**src/rtl/fb_port_arbiter.sv**
```systemverilog
// Single-port frame-buffer arbiter: clears the BRAM after reset, then gives the display forecast
// priority and retires queued drawing writes outside the display window. Option: FB_DROP_COUNT_EN.
module fb_port_arbiter #(
    parameter int unsigned ADDR_W     = 19,
    parameter int unsigned DATA_W     = 3,
    parameter int unsigned PIXELS     = 307200,
    parameter int unsigned H_ACTIVE   = 640,
    parameter int unsigned V_ACTIVE   = 480,
    parameter int unsigned H_TOTAL    = 800,
    parameter int unsigned V_TOTAL    = 525,
    parameter int unsigned PREFETCH   = 4,
    parameter int unsigned FIFO_DEPTH = 16
) (
    input  logic              clock,
    input  logic              reset,
    input  logic [9:0]        hcount,
    input  logic [9:0]        vcount,
    input  logic [ADDR_W-1:0] rd_addr,
    input  logic              wr_req,
    input  logic [ADDR_W-1:0] wr_addr,
    input  logic [DATA_W-1:0] wr_data,
    output logic              wr_full,
    output logic [ADDR_W-1:0] bram_addr,
    output logic [DATA_W-1:0] bram_din,
    output logic              bram_we,
    output logic              ready
`ifdef FB_DROP_COUNT_EN
    ,
    output logic [15:0]       drop_count
`endif
);

    localparam int unsigned CNT_W = 10;
    localparam int unsigned PTR_W = $clog2(FIFO_DEPTH);
    localparam int unsigned OCC_W = PTR_W + 1;

    localparam logic [CNT_W-1:0]  H_ACT_C    = CNT_W'(H_ACTIVE);
    localparam logic [CNT_W-1:0]  H_PRE_C    = CNT_W'(H_TOTAL - PREFETCH);
    localparam logic [CNT_W-1:0]  H_TOT_C    = CNT_W'(H_TOTAL);
    localparam logic [CNT_W-1:0]  V_ACT_C    = CNT_W'(V_ACTIVE);
    localparam logic [CNT_W-1:0]  V_LAST_C   = CNT_W'(V_TOTAL - 1);
    localparam logic [ADDR_W-1:0] PIX_C      = ADDR_W'(PIXELS);
    localparam logic [ADDR_W-1:0] PIX_LAST_C = ADDR_W'(PIXELS - 1);
    localparam logic [OCC_W-1:0]  DEPTH_C    = OCC_W'(FIFO_DEPTH);

    typedef enum logic {ST_CLEAR, ST_RUN} state_t;

    typedef struct packed {
        logic [ADDR_W-1:0] addr;
        logic [DATA_W-1:0] data;
    } wr_entry_t;

    wr_entry_t         fifo_mem [FIFO_DEPTH];
    wr_entry_t         head_c;
    state_t            state_q, state_d;
    logic [ADDR_W-1:0] clr_cnt_q, clr_cnt_d;
    logic [ADDR_W-1:0] bram_addr_q, bram_addr_d;
    logic [DATA_W-1:0] bram_din_q, bram_din_d;
    logic              bram_we_q, bram_we_d;
    logic              ready_q, ready_d;
    logic              wr_full_q, wr_full_d;
    logic [PTR_W-1:0]  rd_ptr_q, rd_ptr_d, wr_ptr_q, wr_ptr_d;
    logic [OCC_W-1:0]  occ_q, occ_d;
    logic              in_window_c, push_c, pop_c, oor_c;

    assign head_c = fifo_mem[rd_ptr_q];
    assign push_c = wr_req && !wr_full_q;

    // Port is reserved for the display during active video plus the prefetch lead-in of each line.
    always_comb begin
        in_window_c = 1'b0;
        if (hcount < H_TOT_C) begin
            if ((vcount < V_ACT_C) && ((hcount < H_ACT_C) || (hcount >= H_PRE_C)))
                in_window_c = 1'b1;
            if ((vcount == V_LAST_C) && (hcount >= H_PRE_C))
                in_window_c = 1'b1;
        end
    end

    always_comb begin
        state_d     = state_q;
        clr_cnt_d   = clr_cnt_q;
        bram_addr_d = bram_addr_q;
        bram_din_d  = bram_din_q;
        bram_we_d   = 1'b0;
        ready_d     = ready_q;
        pop_c       = 1'b0;
        oor_c       = 1'b0;
        case (state_q)
            ST_CLEAR: begin
                bram_we_d   = 1'b1;
                bram_din_d  = '0;
                bram_addr_d = clr_cnt_q;
                if (clr_cnt_q == PIX_LAST_C)
                    state_d = ST_RUN;
                else
                    clr_cnt_d = clr_cnt_q + ADDR_W'(1);
            end
            ST_RUN: begin
                ready_d = 1'b1;
                if (in_window_c) begin
                    bram_addr_d = rd_addr;
                end else if (occ_q != '0) begin
                    pop_c       = 1'b1;
                    bram_addr_d = head_c.addr;
                    bram_din_d  = head_c.data;
                    bram_we_d   = (head_c.addr < PIX_C);
                    oor_c       = (head_c.addr >= PIX_C);
                end
            end
            default: state_d = ST_CLEAR;
        endcase
    end

    // Simultaneous push and pop leave occupancy and the full flag untouched.
    always_comb begin
        rd_ptr_d = pop_c  ? rd_ptr_q + PTR_W'(1) : rd_ptr_q;
        wr_ptr_d = push_c ? wr_ptr_q + PTR_W'(1) : wr_ptr_q;
        case ({push_c, pop_c})
            2'b10:   occ_d = occ_q + OCC_W'(1);
            2'b01:   occ_d = occ_q - OCC_W'(1);
            default: occ_d = occ_q;
        endcase
        wr_full_d = (occ_d == DEPTH_C);
    end

    always_ff @(posedge clock) begin
        if (push_c)
            fifo_mem[wr_ptr_q] <= '{addr: wr_addr, data: wr_data};
    end

    always_ff @(posedge clock) begin
        if (reset) begin
            state_q     <= ST_CLEAR;
            clr_cnt_q   <= '0;
            bram_addr_q <= '0;
            bram_din_q  <= '0;
            bram_we_q   <= 1'b0;
            ready_q     <= 1'b0;
            wr_full_q   <= 1'b0;
            rd_ptr_q    <= '0;
            wr_ptr_q    <= '0;
            occ_q       <= '0;
        end else begin
            state_q     <= state_d;
            clr_cnt_q   <= clr_cnt_d;
            bram_addr_q <= bram_addr_d;
            bram_din_q  <= bram_din_d;
            bram_we_q   <= bram_we_d;
            ready_q     <= ready_d;
            wr_full_q   <= wr_full_d;
            rd_ptr_q    <= rd_ptr_d;
            wr_ptr_q    <= wr_ptr_d;
            occ_q       <= occ_d;
        end
    end

    assign wr_full   = wr_full_q;
    assign bram_addr = bram_addr_q;
    assign bram_din  = bram_din_q;
    assign bram_we   = bram_we_q;
    assign ready     = ready_q;

`ifdef FB_DROP_COUNT_EN
    logic [15:0] drop_cnt_q, drop_cnt_d;
    logic [16:0] drop_sum_c;

    // Refused requests and out-of-range pops can land on the same cycle, so add both then saturate.
    always_comb begin
        drop_sum_c = {1'b0, drop_cnt_q} + 17'(wr_req && wr_full_q) + 17'(oor_c);
        drop_cnt_d = drop_sum_c[16] ? 16'hFFFF : drop_sum_c[15:0];
    end

    always_ff @(posedge clock) begin
        if (reset) drop_cnt_q <= '0;
        else       drop_cnt_q <= drop_cnt_d;
    end

    assign drop_count = drop_cnt_q;
`endif

endmodule
```
**config.mk**
```make
export PLATFORM = sky130hd
export DESIGN_NAME = fb_port_arbiter
export DESIGN_NICKNAME = d
export VERILOG_FILES = /design/src/rtl/fb_port_arbiter.sv
export SDC_FILE = /design/constraint.sdc
export NUM_CORES = 1
export LEC_CHECK = 0
export ABC_AREA = 0
export CORE_MARGIN = 10
export CORE_UTILIZATION = 30
export DETAILED_ROUTE_END_ITERATION = 10
export GPL_ROUTABILITY_DRIVEN = 1
export HOLD_SLACK_MARGIN = 0.02
export PLACE_DENSITY = 0.58
export SYNTH_ARGS = -nofsm -noshare
export SYNTH_HDL_FRONTEND = slang
export SYNTH_SLANG_ARGS = --single-unit
```
**constraint.sdc**
```tcl
create_clock -name clock -period 9.8 [get_ports clock]
set_input_delay 1.96 -clock clock [delete_from_list [all_inputs] [get_ports clock]]
set_output_delay 1.96 -clock clock [all_outputs]
set_load 0.1 [all_outputs]
```
### Cell density map, run 1

(1.5 px per um) The die is cut into 25 by 25 equal tiles; dark blue is low, red is high, 0 to 100% covered.
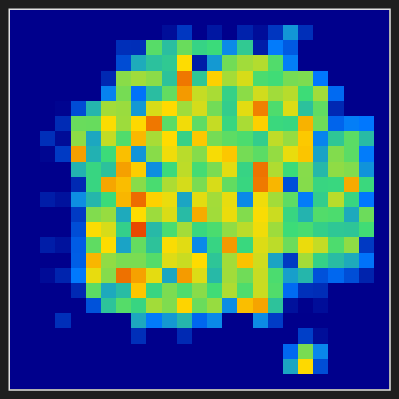
emptiest ninth of the die: lower left
fullest tile: 92%
densest ninth of the die: center
mean over tiles: 29%
Pre-Place Util: 30.3%
core box area: 53700 um^2
fin util: 35.8%

### Port wiring, run 1

(1.5 px per um)
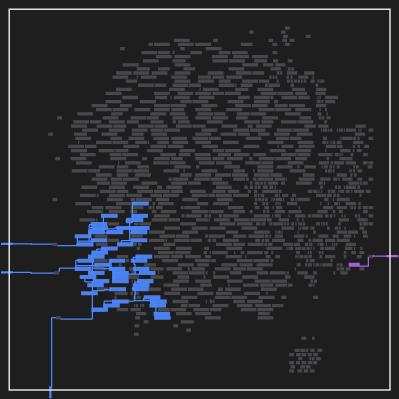
| color | port | bits | direction | edge | end cells | buffers | wire |
|---|---|---|---|---|---|---|---|
| purple | bram_we | 1 | output | right | 1 | 1 | 22.6 um |
| blue | wr_data | 3 | input | 2 left, 1 bottom | 48 | 3 | 555 um |

==> qor.yml, run 1 <==
regArea_um2: 11800
max_freq_ghz: 0.168
ys_cells: 871
antenna_left: 0
grt_use_met2_pct: 19.2
status: "finished clean"
busiest_layer: "met2"
grt_overflow: 0
worstHoldPathType: "register to register"
port_buffers: 86
firstDrtPassIters: 5
cp_num_buf_inv: 2
logic_family: "multiplexers"
path_class: "input pin to register"
fp_nets: 944
p_comb_mw: 0.130
cp_slowest_cell: "nand3_1"
power-top-group: "sequential cells"
power_density_nw_per_um2: 187
finalClockPeriodUsage_pct: 60.7
drc: 0
use_met1_pct: 15.7
die_h_um: 253
cp-start-kind: "input pin"
switchingPower_mw: 0.740
fin_crit_ns: 5.95
layout.cells.most_common_list: "edfxtp_1, mux4_2, clkdlybuf4s50_1, dfxtp_1, nor2_1"
slowest_delay_ns: 0.73
route.met3.wl_mm: 2.37
hold_viol: 0
required_ns: 10.29
grt_first_pass_wirelength_mm: 56.9
total_power_mw: 3.60
logic_gate_count: 402
min_from: "ready"
power_clock_mw: 1.53
max_slew_margin_pct: 19.9
synth_cell_types: 53
use_met3_pct: 2.72
wl_per_cell_um: 22.4
ios: 89
powerSeq_mw: 1.94
cp-end-kind: "register"
top_register: "fifo_mem"
area_share_nonclk_buffers_pct: 5.34
clock_sinks: 414
syn_area_um2: 16300
die_width_um: 253
pwr-share-comb_pct: 3.6
largest_register_ff_count: 352
ys.flops: 414
setup_violations: 0
diodes: 0
dieArea_um2: 63900
tns_ns: 0
cts-buffers-inserted: 43
maxCapViolations: 0
grt_max_degree: 58
place_area_um2: 17900
globalplace.congestion: 0.745
netlist_instances: 871
seq_share_pct: 61.4
p_int_mw: 2.86
flop-count: 414
wl_met2_mm: 18.4
cpMostUsedCell: "ha_1"
critPathLaunch: "vcount[0]"
peakVddDrop_mv: 0.135
aoi_share_pct: 3.92
syn_to_final_growth_pct: 18.4
top_cells_by_area: "edfxtp_1, mux4_2, dfxtp_1"
vias_per_cell: 4.93
combGateArea_um2: 4190
synth_area_leader_cell: "edfxtp_1"
nFillCells: 4935
final_common_cell: "edfxtp_1"
swShare_pct: 20.5
top_area_share_pct: 65.0
stdcell_count: 1704
fa_ha_area_share_pct: 0.693
grt_pass1_vias: 8780
worst_ep_arrival_time_ns: 6.44
clkLatencyLatePin_ns: 0.57
ys_sh_xor_pct: 1.51
h-tree-depth: 2
clk_pin_slew_ns: 0.06
wl_mm: 38.2
dp_hpwl_mm: 22.9
whs_ns: 0.469
tightestPinTransition_ns: 1.20
clock_area_share_pct: 6.88
postCtsSetupBuffers: 0
warnings: 32
rr_startpoint: "occ_q[1]"
finalMaxSlewViolations: 0
rsz0062_at_grt: "no"
drive_gt1_share_pct: 20.6
num-nonclk-buffers: 109
clock_buffers: 60
fin_skew_ns: 0.0209
p_leak_nw: 5.93
post-place-ws_ns: 3.29
layout.non_clock_inverters: 5
cts_tree: "yes"
nNetsFinal: 1048
place_inst: 1626
simple_gate_area_share_pct: 4.99
clockRootBuffer: "clkbuf_16"
routed.top_layer: "met5"
fin_area_um2: 19300
p_seq_share_pct: 53.8
syn-mean-instance-area_um2: 18.7
ys_seq_share_pct: 72.6
cpLargestDelayFamily: "simple AND/OR/NAND/NOR gates"
n_tap_cell: 696
num_vias: 8408
hold_buffers: 0
wl_met1_mm: 16.7
comb-cell-share_pct: 21.8
p_clk_share_pct: 42.6
grt_usage_pct: 11.9
yosysChipArea_um2: 16300
num_rows: 85
mux_share_pct: 14.4
finalWorstSetupSlack_ns: 3.85
critical_path.max_fanout: 20
antenna_found_initial: 3
cts_buffer_depth: 3
### M1 wires, run 1

(2 px per um) Supply wires on this layer in gray. Cells faint in the background.
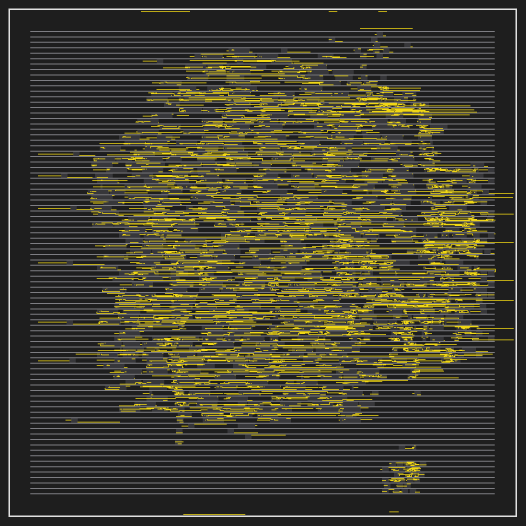
main direction: horizontal
nets with wire on the layer: 993
share of all routed wire: 44%
wire length on this layer: 16700 um
longest straight run: 99.4 um

run 1: synth_stat cells (all sizes together):
cell type and instances:
o22ai 32, mux2i 14, or3 5, or2 1, o211a 1, a2111oi 4, inv 5, and3b 1
and3 5, xor2 21, nand3 13, a211oi 10, a21oi 11, nand2 21, nor2b 9, o21ai 8
ha 9, a41oi 1, o2111ai 1, nor4b 4, a22o 1, and4 3, nand4b 1, o21a 1
a31oi 4, dfxtp 62, xnor2 7, mux2 1, clkbuf 22, nor2 64, a221oi 3, and4b 1
nand2b 5, buf 28, nand4 9, edfxtp 352, nor3 19, mux4 97, a22oi 8, a21o 3
o31ai 1, and2 3
run 1: final timing paths:
kind,endpoint,slack [ns],cells after the start
hold / removal,ready,0.47,2
setup / recovery,wr_full,3.85,15
hold reg to reg,ready,0.47,2
setup reg to reg,wr_full,5.74,13
### Cell sizes after repair, run 1

(1.5 px per um)
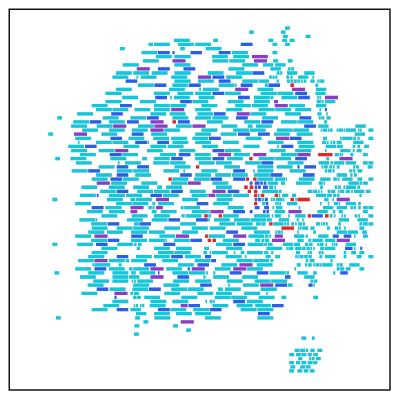

==> run 2, diff against run 1 <==
Clock period 9.8 ns to 5.6 ns, I/O delays scaled along.
### Cell sizes after repair, run 2

(1.5 px per um)
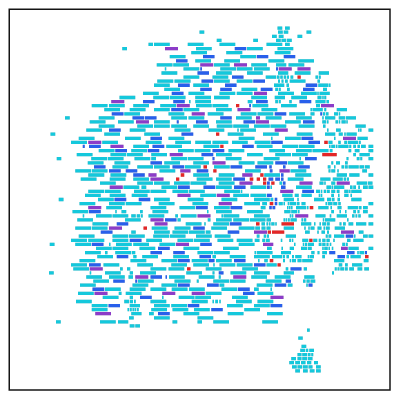
| color | size | cells | most used |
|---|---|---|---|
| blue | _2 cells | 132 | mux4_2 |
| cyan | _0 and _1 cells | 796 | edfxtp_1 |
| red | _3 and _4 cells | 28 | buf_4 |
| purple | _6 and larger | 52 | clkbuf_16 |
Area Growth Syn to Fin: 18.7%
design area: 19300 um^2
Non-clock buffers: 113
final setup margin: 1.41 ns

### Port wiring, run 2

(1.5 px per um)
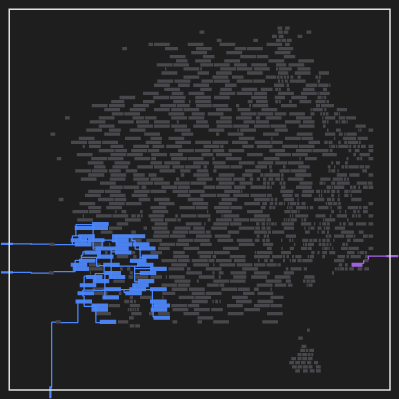
| color | port | bits | direction | edge | end cells | buffers | wire |
|---|---|---|---|---|---|---|---|
| purple | bram_we | 1 | output | right | 1 | 1 | 18.7 um |
| blue | wr_data | 3 | input | 2 left, 1 bottom | 48 | 3 | 594 um |
I/O pin count: 89
PortBufs: 86

==> run 2 against run 1 <==
- first-iteration DRC count down 2.0%
- via count is 0.55% lower
- routed wire length increased by 0.52%
- final cell count is the same
- sequential power increased by 75%
- register-to-register slack worse by 3.4 ns
- hold slack worse by 0.0015 ns
- non-clock buffer count grew 4
- total power is 75% higher
- clock-buffer cell count decreased by 6
- utilization is 0.077 points higher
- setup slack worse by 2.4 ns
- critical path type unchanged
==> qor.yml, run 2 <==
finalMaxSlewViolations: 0  # unchanged
slowest_delay_ns: 0.45  # was 0.73 ns
pwr-share-comb_pct: 3.7  # was 3.6%
netlist_instances: 871  # unchanged
max_slew_margin_pct: 15.7  # was 19.9%
diodes: 0  # unchanged
antenna_left: 0  # unchanged
top_register: "fifo_mem"  # unchanged
cpLargestDelayFamily: "simple AND/OR/NAND/NOR gates"  # unchanged
peakVddDrop_mv: 0.229  # was 0.135 mV
cp-start-kind: "input pin"  # unchanged
grt_usage_pct: 11.9  # about the same
p_leak_nw: 5.95  # was 5.93 nW
synth_area_leader_cell: "edfxtp_1"  # unchanged
ys_seq_share_pct: 72.6  # unchanged
cp_num_buf_inv: 2  # unchanged
mux_share_pct: 14.4  # unchanged
power_density_nw_per_um2: 326  # was 187 nW/um^2
layout.cells.most_common_list: "edfxtp_1, mux4_2, clkdlybuf4s50_1, dfxtp_1, nor2_1"  # unchanged
powerSeq_mw: 3.40  # was 1.94 mW
warnings: 32  # unchanged
nFillCells: 4972  # was 4935
finalClockPeriodUsage_pct: 74.8
fin_crit_ns: 4.19
worst_ep_arrival_time_ns: 4.68  # was 6.44 ns
clock_sinks: 414  # unchanged
wl_mm: 38.4  # was 38.2 mm
tightestPinTransition_ns: 1.26  # was 1.20 ns
cts_tree: "yes"  # unchanged
clkLatencyLatePin_ns: 0.55  # was 0.57 ns
clockRootBuffer: "clkbuf_16"  # unchanged
core_um2: 53700  # unchanged
vias_per_cell: 4.91  # was 4.93
grt_max_degree: 58  # unchanged
die_width_um: 253  # unchanged
most_common_cell: "edfxtp_1"  # unchanged
cp.depth: 15  # unchanged
setup_violations: 0  # unchanged
globalplace.congestion: 0.740  # was 0.745
nNetsFinal: 1053  # was 1048
worstHoldPathType: "register to register"  # unchanged
syn_area_um2: 16300  # unchanged
path_class: "input pin to register"  # unchanged
async_reset_ff_share_pct: 0  # unchanged
hold_buffers: 0  # unchanged
r2r_slack_ns: 2.36  # was 5.74 ns
aoi_share_pct: 3.92  # unchanged
place_area_um2: 18000  # was 17900 um^2
top_cells_by_area: "edfxtp_1, mux4_2, dfxtp_1"  # unchanged
drc: 0  # unchanged
num_vias: 8362  # was 8408
post-place-ws_ns: 0.802  # was 3.29 ns
maxCapViolations: 0  # unchanged
p_int_mw: 4.98  # was 2.86 mW
power-top-group: "sequential cells"  # unchanged
crit_end: "wr_full"  # unchanged
edf_count: 352  # unchanged
rsz0062_at_grt: "no"  # unchanged
postCtsSetupBuffers: 0  # unchanged
logic_family: "multiplexers"  # unchanged
fin_skew_ns: 0.0131  # was 0.0209 ns
max_freq_ghz: 0.239
required_ns: 6.09  # was 10.29 ns
fa_ha_area_share_pct: 0.693  # unchanged
grt_overflow: 0  # unchanged
use_met1_pct: 15.9  # was 15.7%
firstDrtPassIters: 5  # unchanged
total_power_mw: 6.30  # was 3.60 mW
tns_ns: 0  # unchanged
routed.top_layer: "met5"  # unchanged
p_seq_share_pct: 53.9  # was 53.8%
busiest_layer: "met2"  # unchanged
ys_sh_xor_pct: 1.51  # unchanged
wl_per_cell_um: 22.5  # was 22.4 um
critical_path.max_fanout: 9  # was 20
syn-mean-instance-area_um2: 18.7  # unchanged
antenna_found_initial: 3  # unchanged
dp_hpwl_mm: 23.1  # was 22.9 mm
rr_startpoint: "occ_q[1]"  # unchanged
wl_met2_mm: 18.4  # about the same
worst_hold_path.endpoint: "ready"  # unchanged
die_h_um: 253  # unchanged
cpMostUsedCell: "ha_1"  # unchanged
yosys_most_used_dff: "edfxtp_1"  # unchanged
fp_nets: 944  # unchanged
dieArea_um2: 63900  # unchanged
route.met3.wl_mm: 2.08  # was 2.37 mm
p_comb_mw: 0.233  # was 0.130 mW
switchingPower_mw: 1.32  # was 0.740 mW
grt_pass1_vias: 8708  # was 8780
yosysChipArea_um2: 16300  # unchanged
regArea_um2: 11800  # unchanged
drive_gt1_share_pct: 21.0  # was 20.6%
hold_viol: 0  # unchanged
combGateArea_um2: 4190  # unchanged
status: "finished clean"  # unchanged
h-tree-depth: 2  # unchanged
cts_buffer_depth: 3  # unchanged
grt_first_pass_wirelength_mm: 57.0  # was 56.9 mm
min_from: "ready"  # unchanged
run 2: cell counts after synthesis:
No cell type changed its count.
run 2: worst min-delay path: stages (launching register included):
cell and delay [ns]:
dfxtp_1 0.32, nor2_1 0.05, nor2_1 0.06
run 2: area by class of cell:
class                   instances  share of cell area (%)
clock inverters                20                   0.772
flip-flops and latches        414                    61.3
repair buffers                113                    5.68
well taps                     696                    4.51
clock buffers                  54                    5.95
multi-input cells             402                    21.7
inverters                       5                  0.0973
run 2: per-stage QoR:
stage | hold WS (ns) | std cells
after CTS | 0.475 | 1704
after detailed placement | 0.461 | 1630
final | 0.468 | 1704
after floorplan | 0.459 | 871
after global placement | 0.450 | 1630
after global routing | 0.520 | 1704
Power figures rest on the tool's default switching activity, not on a simulated workload.
